`src/rtl/tnn_feature_loader.sv`:
```
// rtl/tnn_feature_loader.sv - raw sample quantizer, frame packer and result returner for a 7-feature TNN core
//
// Ports:
//   clk, rst_n         clock (rising edge), asynchronous active-low reset
//   s_valid/s_ready    raw sample stream handshake
//   s_data, s_last     raw unsigned sample, end-of-frame marker
//   feat_vec           packed 2-bit codes, feature i at [2i+1:2i], drives the classifier
//   cls_in             classifier decision, combinational from feat_vec
//   m_valid/m_ready    result handshake
//   m_class, m_err     decision bit, malformed-frame flag
//   stat_frames/stat_pos/stat_err  saturating result counters (only with TNN_LOADER_STATS_EN)
//
// Optional feature macro: TNN_LOADER_STATS_EN

module tnn_feature_loader #(
    parameter int N_FEAT   = 7,
    parameter int RAW_W    = 8,
    parameter int THR0     = 64,
    parameter int THR1     = 128,
    parameter int THR2     = 192,
    parameter int EVAL_LAT = 1
) (
    input  logic                clk,
    input  logic                rst_n,
    input  logic                s_valid,
    output logic                s_ready,
    input  logic [RAW_W-1:0]    s_data,
    input  logic                s_last,
    output logic [2*N_FEAT-1:0] feat_vec,
    input  logic                cls_in,
    output logic                m_valid,
    input  logic                m_ready,
    output logic                m_class,
    output logic                m_err
`ifdef TNN_LOADER_STATS_EN
    ,
    output logic [15:0]         stat_frames,
    output logic [15:0]         stat_pos,
    output logic [15:0]         stat_err
`endif
);

    localparam int IDX_W = (N_FEAT > 1) ? $clog2(N_FEAT) : 1;
    localparam logic [IDX_W-1:0] LAST_IDX = IDX_W'(N_FEAT - 1);
    localparam logic [3:0]       CNT_END  = 4'(EVAL_LAT - 1);

    generate
        if (!(THR0 < THR1 && THR1 < THR2)) begin : g_bad_thr
            $error("tnn_feature_loader: thresholds must satisfy THR0 < THR1 < THR2");
        end
        if (EVAL_LAT < 1 || EVAL_LAT > 15) begin : g_bad_lat
            $error("tnn_feature_loader: EVAL_LAT must be in 1..15");
        end
    endgenerate

    typedef enum logic [1:0] {ST_COLLECT, ST_DRAIN, ST_EVAL, ST_HOLD} state_t;

    state_t                r_state;
    state_t                w_next;
    logic                  r_live;      // keeps s_ready low for the reset-release cycle
    logic [IDX_W-1:0]      r_idx;
    logic [3:0]            r_cnt;
    logic                  r_err;
    logic [2*N_FEAT-1:0]   r_feat;
    logic                  r_m_valid;
    logic                  r_m_class;
    logic                  r_m_err;
    logic                  w_accept;
    logic                  w_done;
    logic [1:0]            w_code;

    assign w_accept = s_valid && s_ready;
    assign w_done   = r_m_valid && m_ready;

    always_comb begin
        w_code = 2'd3;
        if (int'(s_data) < THR0)      w_code = 2'd0;
        else if (int'(s_data) < THR1) w_code = 2'd1;
        else if (int'(s_data) < THR2) w_code = 2'd2;
    end

    // State register
    always_ff @(posedge clk or negedge rst_n) begin
        if (!rst_n) r_state <= ST_COLLECT;
        else        r_state <= w_next;
    end

    // Next-state logic
    always_comb begin
        w_next = r_state;
        case (r_state)
            ST_COLLECT: if (w_accept) begin
                if (r_idx == LAST_IDX) w_next = s_last ? ST_EVAL : ST_DRAIN;
                else if (s_last)       w_next = ST_EVAL;
            end
            ST_DRAIN:   if (w_accept && s_last) w_next = ST_EVAL;
            ST_EVAL:    if (r_cnt == CNT_END)   w_next = ST_HOLD;
            ST_HOLD:    if (w_done)             w_next = ST_COLLECT;
            default:    w_next = ST_COLLECT;
        endcase
    end

    // Output logic
    always_comb begin
        s_ready = r_live && (r_state == ST_COLLECT || r_state == ST_DRAIN);
    end

    always_ff @(posedge clk or negedge rst_n) begin
        if (!rst_n) begin
            r_live    <= 1'b0;
            r_idx     <= '0;
            r_cnt     <= '0;
            r_err     <= 1'b0;
            r_feat    <= '0;
            r_m_valid <= 1'b0;
            r_m_class <= 1'b0;
            r_m_err   <= 1'b0;
        end else begin
            r_live <= 1'b1;
            case (r_state)
                ST_COLLECT: if (w_accept) begin
                    r_cnt <= '0;
                    // Current slot takes the code; on an early end the slots
                    // after it are cleared so no stale codes reach the core.
                    for (int i = 0; i < N_FEAT; i++) begin
                        if (i == int'(r_idx))
                            r_feat[2*i +: 2] <= w_code;
                        else if (s_last && i > int'(r_idx))
                            r_feat[2*i +: 2] <= 2'd0;
                    end
                    if (r_idx == LAST_IDX) r_err <= !s_last;
                    else if (s_last)       r_err <= 1'b1;
                    else                   r_idx <= r_idx + 1'b1;
                end
                ST_EVAL: begin
                    if (r_cnt == CNT_END) begin
                        r_m_class <= cls_in;
                        r_m_err   <= r_err;
                        r_m_valid <= 1'b1;
                    end else begin
                        r_cnt <= r_cnt + 1'b1;
                    end
                end
                ST_HOLD: if (w_done) begin
                    r_m_valid <= 1'b0;
                    r_idx     <= '0;
                end
                default: ;
            endcase
        end
    end

    assign feat_vec = r_feat;
    assign m_valid  = r_m_valid;
    assign m_class  = r_m_class;
    assign m_err    = r_m_err;

`ifdef TNN_LOADER_STATS_EN
    logic [15:0] r_stat_frames;
    logic [15:0] r_stat_pos;
    logic [15:0] r_stat_err;

    always_ff @(posedge clk or negedge rst_n) begin
        if (!rst_n) begin
            r_stat_frames <= '0;
            r_stat_pos    <= '0;
            r_stat_err    <= '0;
        end else if (w_done) begin
            if (r_stat_frames != 16'hFFFF)           r_stat_frames <= r_stat_frames + 1'b1;
            if (r_m_class && r_stat_pos != 16'hFFFF) r_stat_pos    <= r_stat_pos + 1'b1;
            if (r_m_err && r_stat_err != 16'hFFFF)   r_stat_err    <= r_stat_err + 1'b1;
        end
    end

    assign stat_frames = r_stat_frames;
    assign stat_pos    = r_stat_pos;
    assign stat_err    = r_stat_err;
`endif

endmodule

```
`config.mk`:
```
export PLATFORM = sky130hd
export DESIGN_NAME = tnn_feature_loader
export DESIGN_NICKNAME = d
export VERILOG_FILES = /design/src/rtl/tnn_feature_loader.sv
export SDC_FILE = /design/constraint.sdc
export NUM_CORES = 1
export LEC_CHECK = 0
export ABC_AREA = 1
export CORE_MARGIN = 5
export CORE_UTILIZATION = 48
export CTS_BUF_LIST = sky130_fd_sc_hd__clkbuf_2
export CTS_CLUSTER_DIAMETER = 50
export DETAILED_ROUTE_END_ITERATION = 6
export MAX_ROUTING_LAYER = met4
export PLACE_DENSITY = 0.78
export SETUP_SLACK_MARGIN = 0.02
export SYNTH_ARGS = -nofsm -noshare
export SYNTH_HDL_FRONTEND = slang
export SYNTH_SLANG_ARGS = --single-unit
```
`constraint.sdc`:
```
create_clock -name clk -period 1.7 [get_ports clk]
set_clock_uncertainty 0.15 [all_clocks]
set_input_delay 0.425 -clock clk [delete_from_list [all_inputs] [get_ports clk]]
set_output_delay 0.425 -clock clk [all_outputs]
set_load 0.05 [all_outputs]
```
layer_met1.png
Bar = 20 um.
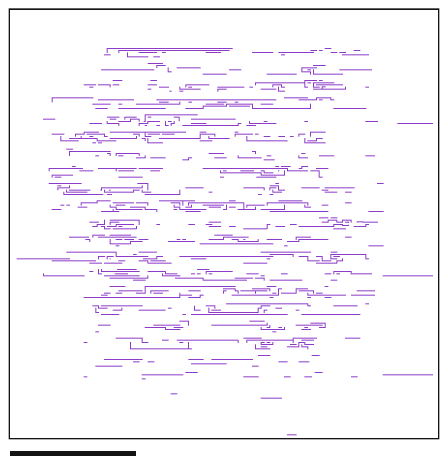
main direction: horizontal
longest straight run: 19.8 um
nets with wire on the layer: 224
wire length on this layer: 1,390 um
met1 Use GR: 19.73%
via total after detailed routing: 1,431
final WL: 3844 um

layer_met2.png
Bar = 20 um.
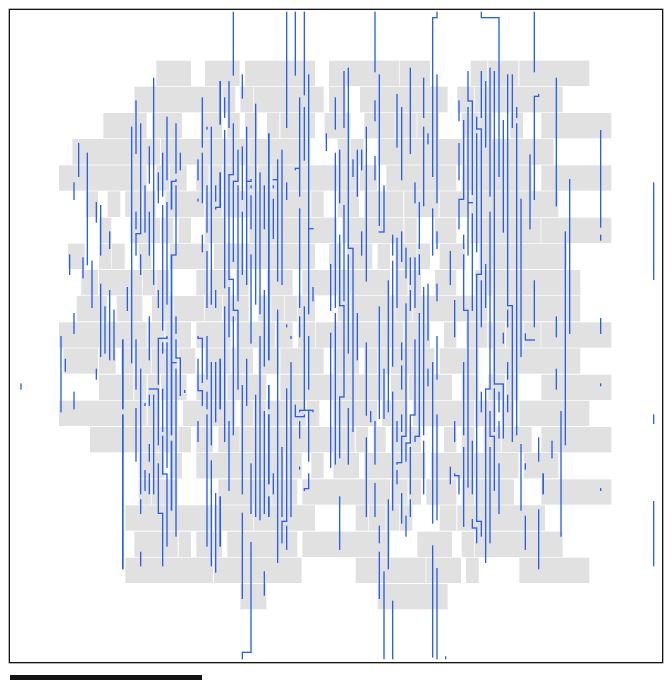
nets with wire on the layer: 215
main direction: vertical
longest straight run: 32.5 um
wire length on this layer: 2,260 um
share of all routed wire: 59%
routing usage on met2: 33.29%

==> results.toml <==
# yosys + openroad results
[grt]
globalRouteOverflowTotal = 0
antenna_found_initial = 0
grt_pass1_wl_um = 6106
track_usage_pct = 18.14
grt_pass1_vias = 1361
grt_max_degree = 29

[clock_network]
clk_pin_slew_ns = 0.27
clockBufferDepth = 2
cts.sinks = 28
cts_tree = "done"
cts_root_buf = "clkbuf_2"
clock_latency_ns = 0.39
numCtsBuffers = 3
hold_buffers = 0
htree_levels = 1

[sta]
finalSetupTns_ns = -2.766
finalMaxSlewViolations = 0
period_used_pct = 120.6
worstMarginPinSlew_ns = 0.5563
finalHoldViolCount = 0
rsz0062_at_grt = "true"
relSlewSlack_pct = 62.52
setup_slack_ns = -0.3504
fin_crit_ns = 2.050
setup_viol = 21
hold_ws_ns = 0.1890
fmax_mhz = 487.7

[detailed_routing]
drcViolationCount = 0
avgViaCountPerCell = 5.039
wire_per_inst_um = 13.54
dr.first_iter.drc_count = 125
first_pass_iters = 4
ant_nets = 0

[worst_setup_path]
critPathLaunchType = "flip-flop"
critPathKind = "reg -> out"
critPathTopFamily = "flip-flops"
cp_cell_sequence = "buf_6 -> ha_4 -> o21a_4 -> buf_12"
cp_slowest_stage_delay_ns = 0.48
slowest_stage = "dfrtp_1"
crit_arrival_ns = 1.48
cp_num_buf_inv = 2
crit_fanout = 3
cp.required_ns = 1.12
endpoint_kind = "primary output"

[power]
pwr-share-comb_pct = 66.5
p_sw_w = 0.002181
internal-power_w = 0.002509
power_frac_seq_pct = 24.7
ir_drop_uv = 1090
switching_share_pct = 46.51
power.leakage_nw = 1.167
finalPower_w = 0.004690
powerDensity_mw_per_mm2 = 1892
clkPwrFrac_pct = 8.8

[worst_hold_path]
min_path_type = "in -> async"

[logic_synthesis]
ys_seq_share_pct = 43.72
synth.largest_area_cell = "dfrtp_1"
yosysWarnings = 0
top_cells_by_area = "dfrtp_1 (44%), nand2_1 (11%), ha_1 (9.4%)"
synth.distinct_cells = 25
avgSynthCellArea_um2 = 8.571
syn-num-nets = 213
yosysCellCount = 187
synth_area_mm2 = 0.001603
syn_inst = 187
top_cell_area_share_pct = 43.72
ys.flops = 28
ys_area_mm2 = 0.001603

[layout]
lay_top_count = "nand2_1"
final_area_mm2 = 0.002479
syn2layout_area_growth_pct = 54.65
fin_nets = 265
antenna_cells = 0
lay_top_cells = "nand2_1 (41), dfrtp_1 (28), buf_12 (20)"
drive_gt1_share_pct = 39.92

[run_status]
violations = "setup timing"
status = "finished, violations left"

[flow_run]
warnings = 42
maxCapViolCount = 0

[floorplanning]
initCoreUtil_pct = 48.80
fp.dieH_um = 67.79
num_rows = 21
die.size.x_um = 67.79
dieArea_mm2 = 0.004595
io_pins = 32
core_area_mm2 = 0.003284

[placed_design]
io_buffers = 25
hpwl_um = 2660
pre_cts_ws_ns = -0.2176
placed_area_mm2 = 0.002205
gp_congestion = 0.8806
==> layer usage <==
layer | share of wire, % | GRT usage [%] | vias to the layer above | wire, um
li1 | - | - | 705 | -
met1 | 36 | 19.73 | 689 | 1388
met2 | 59 | 33.29 | 28 | 2259
met3 | 3.1 | 2.496 | 9 | 118
met4 | 2.0 | 6.700 | 0 | 77
met5 | 0 | - | - | 0
==> area by class of cell <==
class | count | area, um2
multi-input combinational | 134 | 933.4
fill | 238 | 805.8
sequential | 28 | 700.7
timing repair buffer | 49 | 650.6
inverter | 23 | 91.34
tap | 46 | 57.56
clock inverter | 1 | 30.03
clock buffer | 3 | 15.01
==> cells by family after synthesis <==
kind of cell	synth area share, %
AND/OR/NAND/NOR	24.90
AND-OR/OR-AND	13.58
flip-flops	43.72
buffers and inverters	7.104
adder cells (fa/ha/maj)	9.367
XOR/XNOR	1.093
other	0.2340
==> worst reg2reg max path, delay by kind of cell, from the launching register on <==
family / cells / cell delay (ns)
buf+inv: 5 / 0.52
flops: 1 / 0.46
compound gates: 1 / 0.06
fa+ha+maj: 1 / 0.20
simple gates: 5 / 0.43
==> through the flow <==
stage	instances	utilization, %
after floorplan	187	-
after global placement	273	67.12
after detailed placement	273	67.12
after CTS	281	72.00
after global routing	284	75.47
final	284	75.47
==> registers in the layout (all words and copies together), names as in the netlist <==
| register | count |
|---|---|
| r_live | 1 |
| m_valid | 1 |
| m_err | 1 |
| feat_vec | 14 |
| r_err | 1 |
| r_idx | 3 |
| r_state | 2 |
| r_cnt | 4 |
| m_class | 1 |
==> Yosys cell counts (all sizes together) <==
cell type and number:
a21oi 3, a31o 1, buf 2, conb 1
dfrtp 28, ha 12, inv 23, nand2 52
nand3 15, nand4 1, nor2 11, o211ai 1
o21a 2, o21ai 32, or2 1, xor2 2
==> final timing paths <==
path	startpoint	endpoint	slack (ns)	cells past startpoint
min in group clk	r_err	m_err	0.38	2
max	r_state[0]	s_ready	-0.35	4
max in group asynchronous	rst_n	feat_vec[6]	1.06	2
max reg2reg	r_state[1]	feat_vec[9]	-0.19	12
min reg2reg	r_err	m_err	0.38	2
min	rst_n	r_idx[1]	0.19	2
==> power by group through the flow <==
stage	sequential [W]	clock [W]	combinational, W
floorplan	0.00156	0	0.00105
global placement	0.00114	0	0.00257
detailed placement	0.00116	0	0.00262
CTS	0.00115	0.000415	0.00285
global route	0.00120	0.000446	0.00335
finish	0.00116	0.000414	0.00312
==> what timing repair did <==
action                     4_1_cts  5_1_grt
resized                         27       26
setup buffers                    4        3
setup endpoints to repair       25       27
pin swaps                        4       10
Power is estimated from default activity; no workload was simulated.
